Clock network drawn from the DEF:
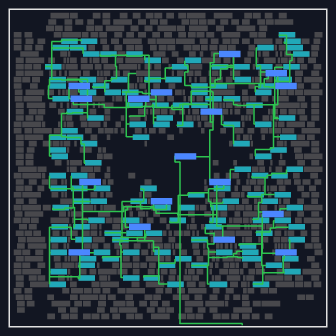
Routing congestion map:
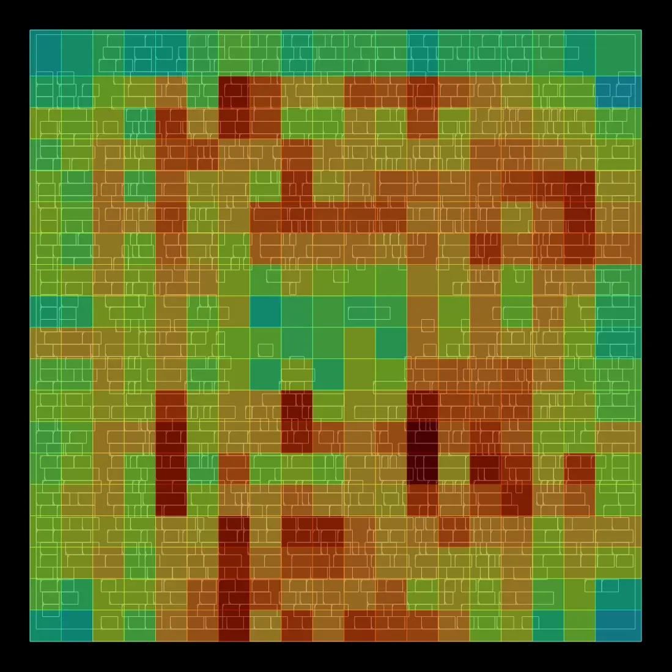
Gate-type map:
Bar = 50 microns.
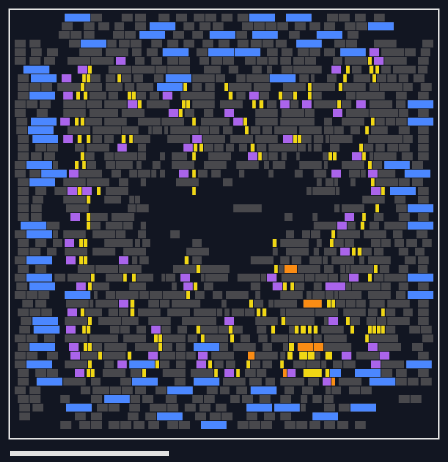
Sizing map:
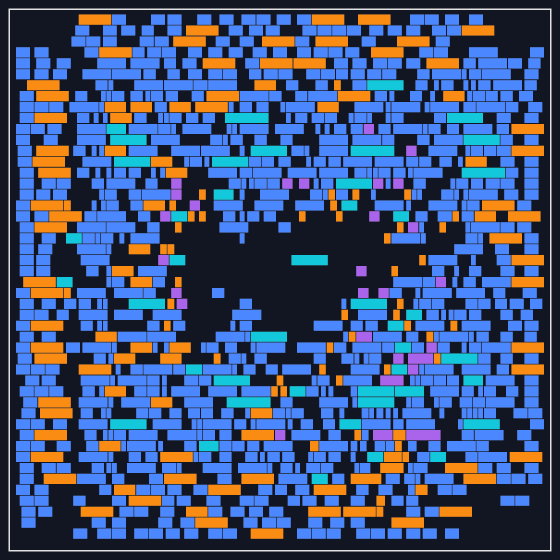
Met3 routing:
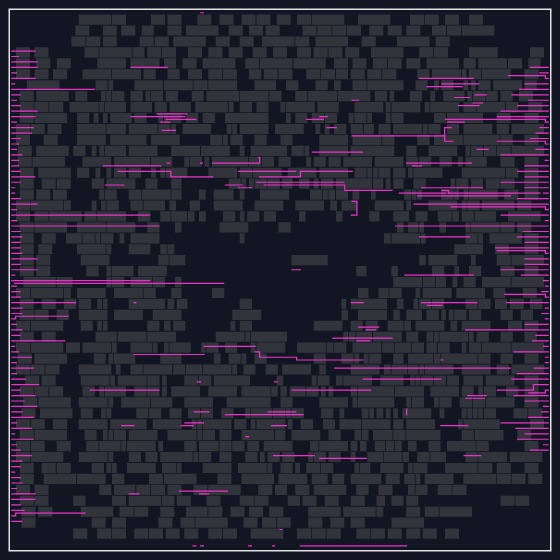
==> src/rtl/mux_pipe_stage_if.sv <==
// mux_pipe_stage_if: the handshake and data bundle of mux_pipe_stage.
// The upstream word/select side and the downstream result side are grouped
// together. The master modport is used by whatever drives the stage, and the
// slave modport is used by the stage itself.
// When MUX_SEL_ERR_EN is defined, the bundle also carries sel_err.
//
// Handshake: a word moves on a rising clk edge when valid && ready on that
// side (in_valid/in_ready upstream, out_valid/out_ready downstream). A
// producer holds its word and its select stable until the transfer happens.
// ready never depends combinationally on valid of the same side.
interface mux_pipe_stage_if #(
  parameter int WIDTH = 64,
  parameter int N     = 4
);
  localparam int SELW = $clog2(N);

  logic                 in_valid;
  logic                 in_ready;
  logic [SELW-1:0]      sel;
  logic [N*WIDTH-1:0]   d;
  logic                 out_valid;
  logic                 out_ready;
  logic [WIDTH-1:0]     out;
  logic [SELW-1:0]      out_sel;
`ifdef MUX_SEL_ERR_EN
  logic                 sel_err;

  modport master (
    output in_valid, sel, d, out_ready,
    input  in_ready, out_valid, out, out_sel, sel_err
  );

  modport slave (
    input  in_valid, sel, d, out_ready,
    output in_ready, out_valid, out, out_sel, sel_err
  );
`else
  modport master (
    output in_valid, sel, d, out_ready,
    input  in_ready, out_valid, out, out_sel
  );

  modport slave (
    input  in_valid, sel, d, out_ready,
    output in_ready, out_valid, out, out_sel
  );
`endif
endinterface

==> src/rtl/mux_pipe_stage.sv <==
// mux_pipe_stage: a registered N-to-1 word multiplexer with a two-entry
// elastic buffer. The two entries are a main register and a skid register.
// Upstream selects one of N packed channels, and the selected word is
// registered together with its select value.
// in_ready is decoded from registered occupancy and reset only, so there is
// no combinational path from out_ready to in_ready. Throughput is still one
// word per cycle.
// A select of N or above resolves to an all-zero word.
// Optional feature, macro MUX_SEL_ERR_EN: a per-entry sel_err flag marks
// words whose select was out of range, and an assertion flags such accepts.
module mux_pipe_stage #(
  parameter int WIDTH = 64,
  parameter int N     = 4
) (
  input  logic                clk,
  input  logic                reset,
  mux_pipe_stage_if.slave     bus,
  output logic [1:0]          dbg_state
);
  localparam int SELW = $clog2(N);

  // Occupancy: EMPTY = nothing held, ONE = main only, FULL = main + skid
  typedef enum logic [1:0] {
    EMPTY = 2'd0,
    ONE   = 2'd1,
    FULL  = 2'd2
  } state_t;

  state_t            state;
  logic [WIDTH-1:0]  main_data;
  logic [WIDTH-1:0]  skid_data;
  logic [SELW-1:0]   main_sel;
  logic [SELW-1:0]   skid_sel;
  logic [WIDTH-1:0]  new_data;
  logic              acc;
  logic              pop;

`ifdef MUX_SEL_ERR_EN
  logic              main_err;
  logic              skid_err;
  logic              new_err;

  assign new_err = (int'(bus.sel) >= N);
`endif

  // Channel selection; unmatched (out-of-range) selects leave the word at zero
  always_comb begin
    new_data = '0;
    for (int k = 0; k < N; k++) begin
      if (int'(bus.sel) == k) begin
        new_data = bus.d[k*WIDTH +: WIDTH];
      end
    end
  end

  assign bus.in_ready  = !reset && (state != FULL);
  assign bus.out_valid = (state != EMPTY);
  assign bus.out       = main_data;
  assign bus.out_sel   = main_sel;
  assign acc           = bus.in_valid && bus.in_ready;
  assign pop           = bus.out_valid && bus.out_ready;
  assign dbg_state     = state;

`ifdef MUX_SEL_ERR_EN
  assign bus.sel_err   = main_err && bus.out_valid;
`endif

  // Occupancy FSM with main/skid storage; the skid only fills while main is stalled
  always_ff @(posedge clk) begin
    if (reset) begin
      state     <= EMPTY;
      main_data <= '0;
      main_sel  <= '0;
      skid_data <= '0;
      skid_sel  <= '0;
`ifdef MUX_SEL_ERR_EN
      main_err  <= 1'b0;
      skid_err  <= 1'b0;
`endif
    end else begin
      case (state)
        EMPTY: begin
          if (acc) begin
            main_data <= new_data;
            main_sel  <= bus.sel;
`ifdef MUX_SEL_ERR_EN
            main_err  <= new_err;
`endif
            state     <= ONE;
          end
        end
        ONE: begin
          if (acc && pop) begin
            main_data <= new_data;
            main_sel  <= bus.sel;
`ifdef MUX_SEL_ERR_EN
            main_err  <= new_err;
`endif
          end else if (acc) begin
            skid_data <= new_data;
            skid_sel  <= bus.sel;
`ifdef MUX_SEL_ERR_EN
            skid_err  <= new_err;
`endif
            state     <= FULL;
          end else if (pop) begin
            state     <= EMPTY;
          end
        end
        FULL: begin
          if (pop) begin
            main_data <= skid_data;
            main_sel  <= skid_sel;
            skid_data <= '0;
            skid_sel  <= '0;
`ifdef MUX_SEL_ERR_EN
            main_err  <= skid_err;
            skid_err  <= 1'b0;
`endif
            state     <= ONE;
          end
        end
        default: begin
          state <= EMPTY;
        end
      endcase
    end
  end

`ifdef MUX_SEL_ERR_EN
  // An accepted out-of-range select is a sign of an upstream decode bug
  a_sel_in_range: assert property (@(posedge clk) disable iff (reset) acc |-> !new_err);
`endif

endmodule
==> src/flat_wrapper.sv <==
// flat-port wrapper written by rule: the top's interface ports become plain ports
module mux_pipe_stage_flat 
#(
  parameter int WIDTH = 64,
  parameter int N     = 4
)
  (clk, reset, dbg_state, bus_in_valid, bus_sel, bus_d, bus_out_ready, bus_in_ready, bus_out_valid, bus_out, bus_out_sel);
  mux_pipe_stage_if #(.WIDTH(WIDTH), .N(N)) bus_i ();
  input  logic clk;
  input  logic reset;
  output logic [1:0] dbg_state;
  input wire logic [$bits(bus_i.in_valid)-1:0] bus_in_valid;
  input wire logic [$bits(bus_i.sel)-1:0] bus_sel;
  input wire logic [$bits(bus_i.d)-1:0] bus_d;
  input wire logic [$bits(bus_i.out_ready)-1:0] bus_out_ready;
  output wire logic [$bits(bus_i.in_ready)-1:0] bus_in_ready;
  output wire logic [$bits(bus_i.out_valid)-1:0] bus_out_valid;
  output wire logic [$bits(bus_i.out)-1:0] bus_out;
  output wire logic [$bits(bus_i.out_sel)-1:0] bus_out_sel;
  assign bus_i.in_valid = bus_in_valid;
  assign bus_i.sel = bus_sel;
  assign bus_i.d = bus_d;
  assign bus_i.out_ready = bus_out_ready;
  assign bus_in_ready = bus_i.in_ready;
  assign bus_out_valid = bus_i.out_valid;
  assign bus_out = bus_i.out;
  assign bus_out_sel = bus_i.out_sel;
  mux_pipe_stage #(.WIDTH(WIDTH), .N(N)) u_core (.clk(clk), .reset(reset), .bus(bus_i), .dbg_state(dbg_state));
endmodule
==> config.mk <==
export PLATFORM = sky130hd
export DESIGN_NAME = mux_pipe_stage_flat
export DESIGN_NICKNAME = d
export VERILOG_FILES = /design/src/rtl/mux_pipe_stage_if.sv /design/src/rtl/mux_pipe_stage.sv /design/src/flat_wrapper.sv
export SDC_FILE = /design/constraint.sdc
export NUM_CORES = 1
export LEC_CHECK = 0
export CAP_MARGIN = 20
export CORE_UTILIZATION = 40
export DETAILED_ROUTE_END_ITERATION = 16
export GPL_TIMING_DRIVEN = 0
export PLACE_DENSITY = 0.76
export SLEW_MARGIN = 5
export SYNTH_ARGS = -nofsm -noshare
export SYNTH_HDL_FRONTEND = slang
export SYNTH_SLANG_ARGS = --single-unit
==> constraint.sdc <==
create_clock -name clk -period 1.8 [get_ports clk]
set_clock_uncertainty 0.1 [all_clocks]
set_input_delay 0.18 -clock clk [delete_from_list [all_inputs] [get_ports clk]]
set_output_delay 0.18 -clock clk [all_outputs]
set_load 0.05 [all_outputs]
==> design notes <==
The critical path maximum fanout is 10. Per the power-grid run, VDD falls by no more than 0.623 mV. The chip area line in the Yosys stat output reads 7000 sq um. The run gives 0.567 GHz for the highest clock frequency the design can meet. The top logic cell by instance count in the layout was clkdlybuf4s50_1. The total power consumption of the routed design came out at 9490 uW. In the Yosys stats the netlist draws on 29 distinct library cells.

The run gives 134 as the clock sink total. The run gives 904 as the net count of the mapped netlist. Setup repair after global routing could not meet its margin everywhere. The data arrival time of the critical path was 1950 ps.

STA lists the startpoint of the worst hold path as bus_sel[0]. The post-cts hold buffer count is 0. The path category of the worst min-delay check is primary input to flop. For reference, the critical path is launched at u_core.dbg_state[1]. On the worst setup and hold paths after CTS, the clock-pin slew comes to 60 ps. The gate count after technology mapping was 642. In the final report, the number of hold violations comes to 0. The average via count per standard cell works out to 5.88. The final layout contains 1259 nets. Remaining global-route overflow: 0. The worst setup path is captured at a flop. The number of warnings the tools reported came out at 28.

The worst register-to-register path has a setup slack of 40 ps. The run gives 0.844 as the last weighted congestion value of the routability-driven placer. The hold path endpoint is u_core.skid_sel[0]. Max-slew check failures listed in the final report amount to 0. Counting cells, the worst reg-to-reg path comes to 7. The run finished with clean final reports. The later pin in the worst-skew pair is clocked with a latency of 430 ps. The transition time recorded at the tightest slew-check pin is 665 ps.

The number of buffers on the longest clock path is 2. The average instance in the mapped netlist occupies 10.9 sq um. According to the floorplan report, the die width is 134 microns.

STA lists the endpoint of the worst register-to-register path as u_core.bus.out[51]. The pre-antenna-repair detailed-routing pass consisted of 4 iterations. The logs give 18000 sq um for the area of the die and 0 for the total inserted antenna cells. Per the summary, power density relative to cell area is 826 nW/um^2.

According to the floorplan report, the die height is 134 microns. The synthesized design contains 134 register bits. In this run the critical register-to-register path is launched from u_core.dbg_state[1]. Leakage power: 0.00446 uW.

The initial antenna violation count came out at 0. With the total of buffers placed on input and output ports at 329, the post-route core utilization is 66.9%. The first global-routing pass estimated 37.8 mm of wire.

TritonCTS built the clock tree. The logs give 4 for the number of H-tree levels and 336 for the DRC violation total after the first TritonRoute iteration. Of the available clock period, the critical path in the final layout requires 98.0%. The placement row count is 48, and the number of global-route vias before repair is 7165. The relative area change from synthesis to final layout came out at 64.1%. The run gives 24.8 mm as the detailed-route wire length. The synthesized cell area was 7000 sq um; the total I/O pin count was 332. In the setup report, the worst path falls into the class flop to flop.

Measured against its own limit, the worst slew margin works out to 55.7%. For the area of the core, the log shows 17200 sq um. The tools report the kind of start point of the critical path as a flop. The share of the Yosys chip area taken by registers is 38.3%.

The final critical-path required period works out to 1760 ps. Counting instances, the worst hold path has a depth of 4. The HPWL after detailed placement came out at 18.2 mm. The required arrival time at the worst endpoint was 1980 ps.

Summed over all routing layers, the global router reports a total usage of 27.2%. Per the CTS log, the root buffer master is clkbuf_16. The initial utilization of the core area, before any placement, comes to 40.8%. DRC violations left: 0. The logs give 0 for the total of endpoints with negative setup slack in the final report and 7256 for the overall via count from detail_route.

Entering global routing, the biggest net connects 17 pins. In the Yosys report the total cell count is 642. In this run the remaining antenna-violating nets after routing total 0. The tools report the number of buffers created by CTS as 17. In the final layout, the share of cells above drive strength 1 is 21.2%. During synthesis, Yosys emitted a total of 0 warnings. Max-capacitance violation count: 0. In the layout the commonest cells are clkdlybuf4s50_1, nand2_1, dfxtp_1.
Notes on 'clock network drawn from the DEF' above:
[green] clock wires | length: 1750 microns
[cyan] flip-flops | count: 134
[blue] clock-net drivers | count: 17
routed clock nets	18
flops lie	spread over the die

Notes on 'routing congestion map' above:
global-route met2 utilization: 48.0%
wire length per cell: 20.1 microns

Notes on 'gate-type map' above:
color	family	cells
yellow	nand cells	143
purple	non-inverting ao/oa cells	66
blue	mux cells	65
orange	nor cells	7

Notes on 'sizing map' above:
color	size	cells	share	most used
orange	x2	143	14%	mux4_2
blue	x1 and smaller	796	79%	clkdlybuf4s50_1
purple	x3 and x4	28	2.8%	buf_4
cyan	x6 and larger	43	4.3%	clkbuf_16

Notes on 'met3 routing' above:
wire length on this layer	1790 microns
longest straight run	52.0 microns
share of all routed wire	7.2%
nets with wire on the layer	214
main direction	horizontal

==> worst max-delay path: stages, from the launching register on <==
cell and delay [ps]:
dfxtp_2 320, buf_6 130, and3b_1 180, buf_6 130, buf_6 150, buf_4 180
a311oi_1 340, a311oi_2 80
==> power by group <==
group	switching (uW)	internal [uW]
registers	102	3140
logic	1230	1170
clock network	1300	2550
total	2640	6860
==> synthesized netlist by cell type <==
cell type | count | area share (%)
a211oi_1 | 1 | 0.11
a21oi_1 | 4 | 0.29
a22o_1 | 63 | 7.9
a311oi_1 | 130 | 16
a311oi_2 | 1 | 0.21
a31o_1 | 1 | 0.13
and3b_1 | 1 | 0.13
and4bb_2 | 1 | 0.18
buf_2 | 33 | 2.4
buf_4 | 5 | 0.54
buf_6 | 11 | 1.8
clkbuf_1 | 37 | 2.0
dfxtp_1 | 134 | 38
inv_1 | 1 | 0.054
mux2i_1 | 1 | 0.14
mux4_2 | 64 | 21
nand2_1 | 136 | 7.3
nand2b_1 | 2 | 0.18
nand3_1 | 3 | 0.21
nand3b_1 | 1 | 0.11
nand4bb_1 | 1 | 0.16
nor2_1 | 3 | 0.16
nor2_2 | 1 | 0.089
nor2b_1 | 1 | 0.089
nor2b_2 | 1 | 0.13
nor3_4 | 1 | 0.23
o21a_1 | 2 | 0.21
or2_2 | 1 | 0.089
or3b_2 | 1 | 0.13
==> repair_timing <==
| item | CTS | global route |
|---|---|---|
| resized | 111 | 62 |
| gates cloned | 0 | 1 |
| endpoints found under the setup margin | 182 | 120 |
| pin swaps | 4 | 2 |
| endpoints found under the hold margin | 0 | 0 |
| buffers inserted | 5 | 2 |
==> cell type report <==
type | instances | area (sq um)
well taps | 225 | 282
plain buffers | 85 | 547
flip-flops and latches | 134 | 2690
clock inverters | 7 | 138
multi-input cells | 421 | 4040
inverters | 1 | 3.75
fillers | 1422 | 5690
clock buffers | 25 | 517
repair buffers | 337 | 3270
==> how the worst max path moves through the flow <==
stage	slack, ps	endpoint	depth (start not counted)
2_1_floorplan	20	u_core.bus.out[26]	6
3_3_place_gp	-960	bus_in_ready	5
3_5_place_dp	-970	bus_in_ready	5
4_1_cts	-7	bus_in_ready	5
5_1_grt	-20	u_core.bus.out[38]	6
6_report	40	u_core.bus.out[51]	7
==> registers in the layout (all words and copies together), names as in the netlist <==
register / cells
u_core.bus.out: 64
u_core.bus.out_sel: 2
u_core.skid_sel: 2
u_core.skid_data: 64
u_core.dbg_state: 2
==> layer usage <==
layer  GRT usage (%)  share of wire (%)
met2            48.0                 52
met4            9.24                1.6
met3            5.93                7.2
met1            32.7                 39
met5               0                  0
==> through the flow <==
step	hold WS [ps]	TNS [ps]	std cells	worst slack, ps	cell area [sq um]
after floorplan	250	0	642	23.4	7010
after global placement	356	-55670	1196	-958	10600
after detailed placement	363	-56340	1196	-967	10600
after CTS	163	-6.99	1233	-6.99	11300
after global routing	187	-97.7	1235	-23.8	11500
final	164	0	1235	35.6	11500
==> cell families after synthesis <==
group | after synthesis | share of synthesized area, %
DFF | 134 | 38.3
AOI/OAI and AO/OA | 202 | 25.1
buffers and inverters | 87 | 6.70
muxes | 65 | 20.7
and+or+nand+nor | 154 | 9.17
Power figures rest on the tool's default switching activity, not on a simulated workload.
